--- src/rtl/dmem_arbiter.sv ---
// dmem_arbiter: arbiter and sequencer for the single-port data memory behind
// the MEM stage. It shares the memory between the processor's MEM-stage access
// and an external loader/debug port. Accesses have a fixed latency: IDLE, then
// LAT cycles of ACC, then one RESP cycle that carries the ack.
//
// Optional feature macro: DMEM_ARB_STARVE_EN
//   defined   - a 2-bit saturating starvation counter forces an external grant
//               after STARVE_LIMIT consecutive lost arbitrations.
//   undefined - strict CPU priority; the external port wins only when the CPU
//               is not requesting.
module dmem_arbiter #(
  parameter int LAT          = 2,
  parameter int STARVE_LIMIT = 3
) (
  input  logic        clk,
  input  logic        reset,
  input  logic        cpu_req,
  input  logic        cpu_we,
  input  logic [31:0] cpu_addr,
  input  logic [31:0] cpu_wdata,
  output logic        StallM,
  output logic        cpu_ack,
  input  logic        ext_req,
  input  logic        ext_we,
  input  logic [31:0] ext_addr,
  input  logic [31:0] ext_wdata,
  output logic        ext_ack,
  output logic [31:0] rd_data,
  output logic        mem_en,
  output logic        mem_we,
  output logic [31:0] mem_addr,
  output logic [31:0] mem_wdata,
  input  logic [31:0] mem_rdata
);

  // The counter only has to reach LAT-1, the index of the last ACC cycle.
  localparam int            CW   = (LAT > 1) ? $clog2(LAT) : 1;
  localparam logic [CW-1:0] LAST = CW'(LAT - 1);

  // Reject configurations the datapath cannot honour (2-bit starvation count).
  if (LAT < 1 || STARVE_LIMIT < 1 || STARVE_LIMIT > 3) begin : g_bad_param
    $error("dmem_arbiter: LAT must be >= 1 and STARVE_LIMIT in 1..3");
  end

  typedef enum logic [1:0] {IDLE, ACC, RESP} state_t;

  state_t        state_q, state_d;
  logic [CW-1:0] cnt_q, cnt_d;
  logic          owner_q, owner_d;      // 1 = external port owns the access
  logic          we_q, we_d;
  logic [31:0]   addr_q, addr_d;
  logic [31:0]   wdata_q, wdata_d;
  logic [31:0]   rd_data_q, rd_data_d;
  logic          cpu_ack_q, cpu_ack_d;
  logic          ext_ack_q, ext_ack_d;
  logic          mem_en_q, mem_en_d;
  logic          mem_we_q, mem_we_d;
  logic [31:0]   mem_addr_q, mem_addr_d;
  logic [31:0]   mem_wdata_q, mem_wdata_d;
  logic          grant_ext;

`ifdef DMEM_ARB_STARVE_EN
  logic [1:0] starve_q, starve_d;
  logic       force_ext;

  assign force_ext = (starve_q == 2'(STARVE_LIMIT));

  // External port wins alone, or when it has lost STARVE_LIMIT times in a row.
  always_comb begin
    grant_ext = ext_req & (~cpu_req | force_ext);
  end

  // Starvation count: bumps on each lost arbitration, clears on grant or idle port.
  always_comb begin
    starve_d = starve_q;
    if (state_q == IDLE) begin
      if (!ext_req || grant_ext) begin
        starve_d = 2'd0;
      end else if (starve_q != 2'd3) begin
        starve_d = starve_q + 2'd1;
      end
    end
  end

  // Starvation counter register.
  always_ff @(posedge clk) begin
    if (!reset) begin
      starve_q <= 2'd0;
    end else begin
      starve_q <= starve_d;
    end
  end
`else
  // Strict CPU priority: external port only wins when the CPU is quiet.
  always_comb begin
    grant_ext = ext_req & ~cpu_req;
  end
`endif

  // Next state, access latch and read-data capture; outputs precomputed so
  // that every memory-side output and ack comes straight from a flop.
  always_comb begin
    state_d   = state_q;
    cnt_d     = cnt_q;
    owner_d   = owner_q;
    we_d      = we_q;
    addr_d    = addr_q;
    wdata_d   = wdata_q;
    rd_data_d = rd_data_q;
    unique case (state_q)
      IDLE: begin
        if (cpu_req || ext_req) begin
          state_d = ACC;
          cnt_d   = '0;
          owner_d = grant_ext;
          we_d    = grant_ext ? ext_we    : cpu_we;
          addr_d  = grant_ext ? ext_addr  : cpu_addr;
          wdata_d = grant_ext ? ext_wdata : cpu_wdata;
        end
      end
      ACC: begin
        if (cnt_q == LAST) begin
          state_d = RESP;
          if (!we_q) rd_data_d = mem_rdata;
        end else begin
          cnt_d = cnt_q + 1'b1;
        end
      end
      RESP: state_d = IDLE;
      default: state_d = IDLE;
    endcase

    mem_en_d    = (state_d == ACC);
    mem_we_d    = mem_en_d & we_d;
    mem_addr_d  = mem_en_d ? addr_d  : 32'd0;
    mem_wdata_d = mem_en_d ? wdata_d : 32'd0;
    cpu_ack_d   = (state_d == RESP) & ~owner_d;
    ext_ack_d   = (state_d == RESP) &  owner_d;
  end

  // State, latched access and registered outputs; reset abandons any access.
  always_ff @(posedge clk) begin
    if (!reset) begin
      state_q     <= IDLE;
      cnt_q       <= '0;
      owner_q     <= 1'b0;
      we_q        <= 1'b0;
      addr_q      <= 32'd0;
      wdata_q     <= 32'd0;
      rd_data_q   <= 32'd0;
      cpu_ack_q   <= 1'b0;
      ext_ack_q   <= 1'b0;
      mem_en_q    <= 1'b0;
      mem_we_q    <= 1'b0;
      mem_addr_q  <= 32'd0;
      mem_wdata_q <= 32'd0;
    end else begin
      state_q     <= state_d;
      cnt_q       <= cnt_d;
      owner_q     <= owner_d;
      we_q        <= we_d;
      addr_q      <= addr_d;
      wdata_q     <= wdata_d;
      rd_data_q   <= rd_data_d;
      cpu_ack_q   <= cpu_ack_d;
      ext_ack_q   <= ext_ack_d;
      mem_en_q    <= mem_en_d;
      mem_we_q    <= mem_we_d;
      mem_addr_q  <= mem_addr_d;
      mem_wdata_q <= mem_wdata_d;
    end
  end

  // The pipeline is released in the ack cycle so it advances on its closing edge.
  assign StallM    = cpu_req & ~cpu_ack_q;
  assign cpu_ack   = cpu_ack_q;
  assign ext_ack   = ext_ack_q;
  assign rd_data   = rd_data_q;
  assign mem_en    = mem_en_q;
  assign mem_we    = mem_we_q;
  assign mem_addr  = mem_addr_q;
  assign mem_wdata = mem_wdata_q;

endmodule
--- config.mk ---
export PLATFORM = sky130hd
export DESIGN_NAME = dmem_arbiter
export DESIGN_NICKNAME = d
export VERILOG_FILES = /design/src/rtl/dmem_arbiter.sv
export SDC_FILE = /design/constraint.sdc
export NUM_CORES = 1
export LEC_CHECK = 0
export CAP_MARGIN = 20
export CORE_UTILIZATION = 43
export DETAILED_ROUTE_END_ITERATION = 12
export PLACE_DENSITY = 0.81
export SETUP_SLACK_MARGIN = 0.02
export SYNTH_ARGS = -nofsm -noshare
export SYNTH_HDL_FRONTEND = slang
export SYNTH_SLANG_ARGS = --single-unit
--- constraint.sdc ---
create_clock -name clk -period 1.75 [get_ports clk]
set_input_delay 0.35 -clock clk [delete_from_list [all_inputs] [get_ports clk]]
set_output_delay 0.35 -clock clk [all_outputs]
set_load 0.05 [all_outputs]
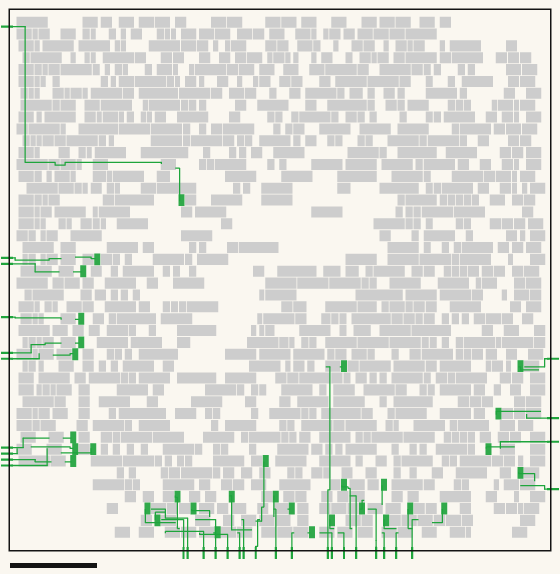
Fig. 1. Nets reached from selected ports.
Scale bar: 20 µm.
legend:
  `cpu_wdata`:
    color: green
    bits: 32
    direction: input
    end_cells: 32
    buffers: 32
    wire: 555 µm
number of I/O port buffers: 266
IO Pins: 267

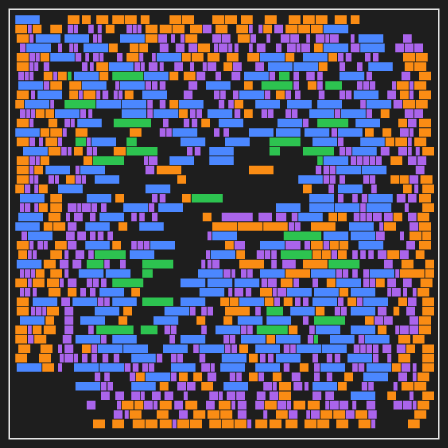
Fig. 2. Placed cells, one color a class.
legend:
  sequential cells:
    color: blue
    cells: 169
    share_of_their_area: 36%
  remaining logic cells:
    color: purple
    cells: 507
    share_of_their_area: 29%
  remaining buffers and delay cells:
    color: orange
    cells: 290
    share_of_their_area: 29%
  clock drivers and dummy loads:
    color: green
    cells: 32
    share_of_their_area: 6.6%
final core occ: 66.8%
Layout Cell Area excl Fill: 0.00971 mm²
Seq area share: 34.9%
Row Count: 44
core box area: 0.0145 mm²

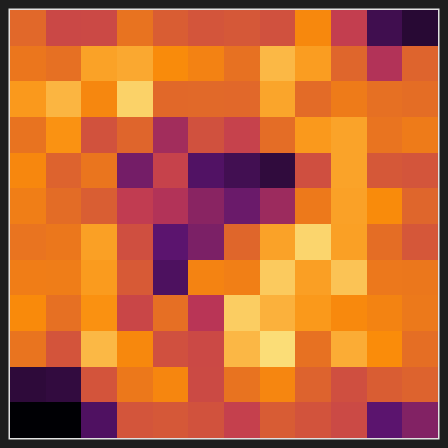
Fig. 3. Placement density heat map.
The die is cut into 12 by 12 equal tiles; black is low, pale yellow is high, 0 to 100% covered.
nearly empty tiles: 1.4%
tiles over 75% full: 20%
mean over tiles: 62%
fullest tile: 93%
Starting Density: 43.9%

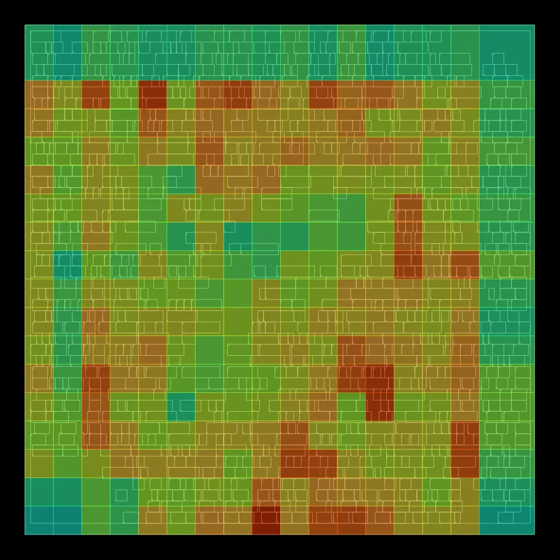
Fig. 4. Congestion heat map.
total track usage: 22.7%
met1 GRT Util: 27.1%
met2 usage: 39.2%
GR Layer Usage met3: 6.32%

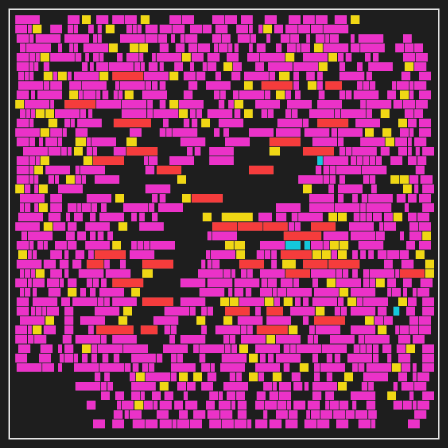
Fig. 5. Cells by drive strength.
legend:
  x3 and x4:
    color: yellow
    cells: 123
    share: 12%
    most_used: buf_4
  x6 and larger:
    color: red
    cells: 35
    share: 3.5%
    most_used: clkbuf_16
  x1 and smaller:
    color: magenta
    cells: 836
    share: 84%
    most_used: dfxtp_1
  x2:
    color: cyan
    cells: 4
    share: 0.40%
    most_used: clkinv_2
PnR worst setup slack: 199 ps
Area Overhead vs Synth: 52.1%
Buffers, non-clock: 290

## flip-flops by register name, indices dropped and copies added (netlist names)
| name | flops |
|---|---|
| addr_q | 32 |
| cnt_q | 1 |
| ext_ack | 1 |
| owner_q | 1 |
| state_q | 2 |
| mem_wdata | 32 |
| wdata_q | 32 |
| mem_en | 1 |
| mem_addr | 32 |
| cpu_ack | 1 |
| we_q | 1 |
| rd_data | 32 |
| mem_we | 1 |
## worst max-delay path by stage
stage	from	to	slack, ps	depth (start not counted)
after global routing	state_q[0]	addr_q[17]	90	5
after detailed placement	reset	mem_wdata[6]	-140	5
after floorplan	cpu_req	StallM	90	3
final	state_q[0]	addr_q[17]	200	5
after global placement	reset	mem_wdata[4]	-90	5
after CTS	state_q[0]	addr_q[17]	190	5
## metrics by stage
stage / hold WS, ps / util (%) / instance area [µm²] / cells
after floorplan: 467 / - / 6380 / 744
after global placement: 441 / 62.5 / 9080 / 1150
after detailed placement: 447 / 62.5 / 9080 / 1150
after CTS: 443 / 66.8 / 9710 / 1182
after global routing: 466 / 66.8 / 9710 / 1182
final: 454 / 66.8 / 9710 / 1182
## layout make-up
class | instances | area, µm² | share of cell area [%]
flip-flops and latches | 169 | 3380 | 34.9
multi-input cells | 502 | 2730 | 28.1
repair buffers | 290 | 2720 | 28.0
clock buffers | 23 | 488 | 5.03
well taps | 184 | 230 | 2.37
clock inverters | 9 | 139 | 1.43
inverters | 5 | 20.0 | 0.206
## logic make-up after synthesis
family          after synthesis
compound gates              296
buf+inv                      73
flops                       169
simple gates                206
## routing by layer
| metal | up-vias | global-route usage [%] | wire, µm |
|---|---|---|---|
| met4 | 0 | 7.23 | 215 |
| li1 | 3040 | - | - |
| met5 | - | 0 | 0 |
| met1 | 2874 | 27.1 | 7410 |
| met3 | 16 | 6.32 | 1400 |
| met2 | 198 | 39.2 | 8690 |
## worst register-to-register path, cell delays in order (launching register included)
cell and delay [ps]:
dfxtp_1 510, or2_4 330, buf_12 240, buf_4 170, a21o_1 100, a21oi_1 70
## cells in the final DEF (no fill, tap or decap), types with 4 or more instances in the layout
cell type / instances
inv_1: 4
o21ai_0: 66
buf_12: 11
a21o_1: 65
buf_4: 115
clkdlybuf4s50_1: 163
nand3b_1: 65
clkbuf_8: 4
dfxtp_1: 169
clkinv_4: 5
nand2_1: 129
a21oi_1: 163
clkbuf_16: 17
## power by group through the flow
| stage | clock (W) | combinational, W | sequential [W] |
|---|---|---|---|
| finish | 0.00387 | 0.00200 | 0.00419 |
| global route | 0.00410 | 0.00214 | 0.00421 |
| CTS | 0.00394 | 0.00202 | 0.00419 |
| detailed placement | 0 | 0.00201 | 0.00427 |
| global placement | 0 | 0.00199 | 0.00426 |
| floorplan | 0 | 0.000649 | 0.00475 |
==> results.py <==
# Generated from Yosys and OpenROAD reports
metrics = {
    "clock_network": {
        "cts_resized": 0,
        "cts_hold_buf": 0,
        "cts_buffers": 17,
        "cts_tree": "built",
        "post-cts-setup-buffer-count": 0,
        "cts.path.max_buffers": 2,
        "root_buffer": "clkbuf_16",
        "clk_latency_ps": 410,
    },
    "die": {
        "chip_area_mm2": 0.0153,
        "die_h_um": 124,
        "dieWidth_um": 124,
    },
    "power_and_ir_drop": {
        "power_frac_seq_pct": 41.6,
        "power_frac_clock_pct": 38.5,
        "p_sw_w": 0.00270,
        "p_leak_nw": 3.91,
        "p_sw_share_pct": 26.8,
        "p_comb_share_pct": 19.9,
        "internal_power_w": 0.00736,
        "ir_worst_vdd_v": 0.000676,
    },
    "yosys": {
        "netlist_instances": 744,
        "ys_warn_count": 0,
        "edf_count": 0,
        "synth_nets": 910,
        "synthArstFlopShare_pct": 0,
        "adder_share_pct": 0,
        "yosysUniqueCellTypes": 22,
        "netlist_logic_family_top": "AND-OR/OR-AND gates",
        "synthFlopType": "dfxtp_1",
        "ys_cells": 744,
        "synth-simple-area-share_pct": 16.4,
        "most_common_cell": "dfxtp_1",
        "yosysTopAreaCell": "dfxtp_1",
        "area_leaders": "dfxtp_1 53%, a21oi_1 13%, a21o_1 7.6%, nand3b_1 7.6%, nand2_1 7.6%",
        "synth_area_mm2": 0.00638,
        "top_area_share_pct": 53.0,
        "ys_area_mm2": 0.00638,
        "synth_seq_share_pct": 53.0,
        "synth.avg_cell_area_um2": 8.58,
    },
    "worst_setup_path": {
        "reg2reg_slack_ps": 200,
        "r2r.worst_path.cells": 5,
        "setup.worst_path.class": "reg2reg",
        "endpoint_kind": "flop",
        "cp_cell_sequence": "or2_4, buf_12, buf_4, a21o_1, a21oi_1",
        "crit_family": "flip-flops",
        "path_buffers": 2,
        "r2r-start": "state_q[0]",
        "start_kind": "flop",
        "worstPathMaxFanout": 40,
        "max_stage_delay_ps": 510,
        "arrival_ps": 1830,
    },
    "place": {
        "place.gp.congestion": 0.768,
        "dpl_worst_slack_ps": -136,
        "hpwl_um": 12100,
    },
    "grt": {
        "antenna_found_initial": 0,
        "grt_max_degree": 83,
        "grt_pass1_vias": 5578,
        "gr-total-overflow": 0,
        "grt_pass1_wl_um": 26900,
    },
    "sta": {
        "min_period_ps": 1550,
        "rsz0062_at_grt": "no",
        "max_freq_mhz": 645,
        "fin_skew_ps": 6.73,
        "finalClockPeriodUsage_pct": 88.6,
        "finalSetupViolCount": 0,
        "fin_tns_setup_ps": 0,
        "hold_viol": 0,
        "relSlewSlack_pct": 71.6,
        "tightestPinTransition_ps": 426,
        "slew_viol_final": 0,
    },
    "status": {
        "outcome": "finished, final reports clean",
    },
    "cells_and_area": {
        "fillCellCount": 1240,
        "final_nets": 1151,
        "layout-drive-gt1-share_pct": 16.2,
    },
    "hold_path": {
        "hold_depth": 2,
        "holdCritPathClass": "reg2reg",
        "min-delay-start": "rd_data[22]",
        "min_to": "rd_data[22]",
    },
    "detailed_routing": {
        "drc_errors": 0,
        "dr.first_iter.drc_count": 412,
        "vias": 6128,
        "vias_per_cell": 5.18,
        "postRouteWirelength_um": 17700,
        "drtPass1Iterations": 4,
        "antenna_left": 0,
    },
    "run": {
        "drv_cap": 0,
        "tool_warnings": 26,
    },
}
Power and IR drop assume default switching activity.
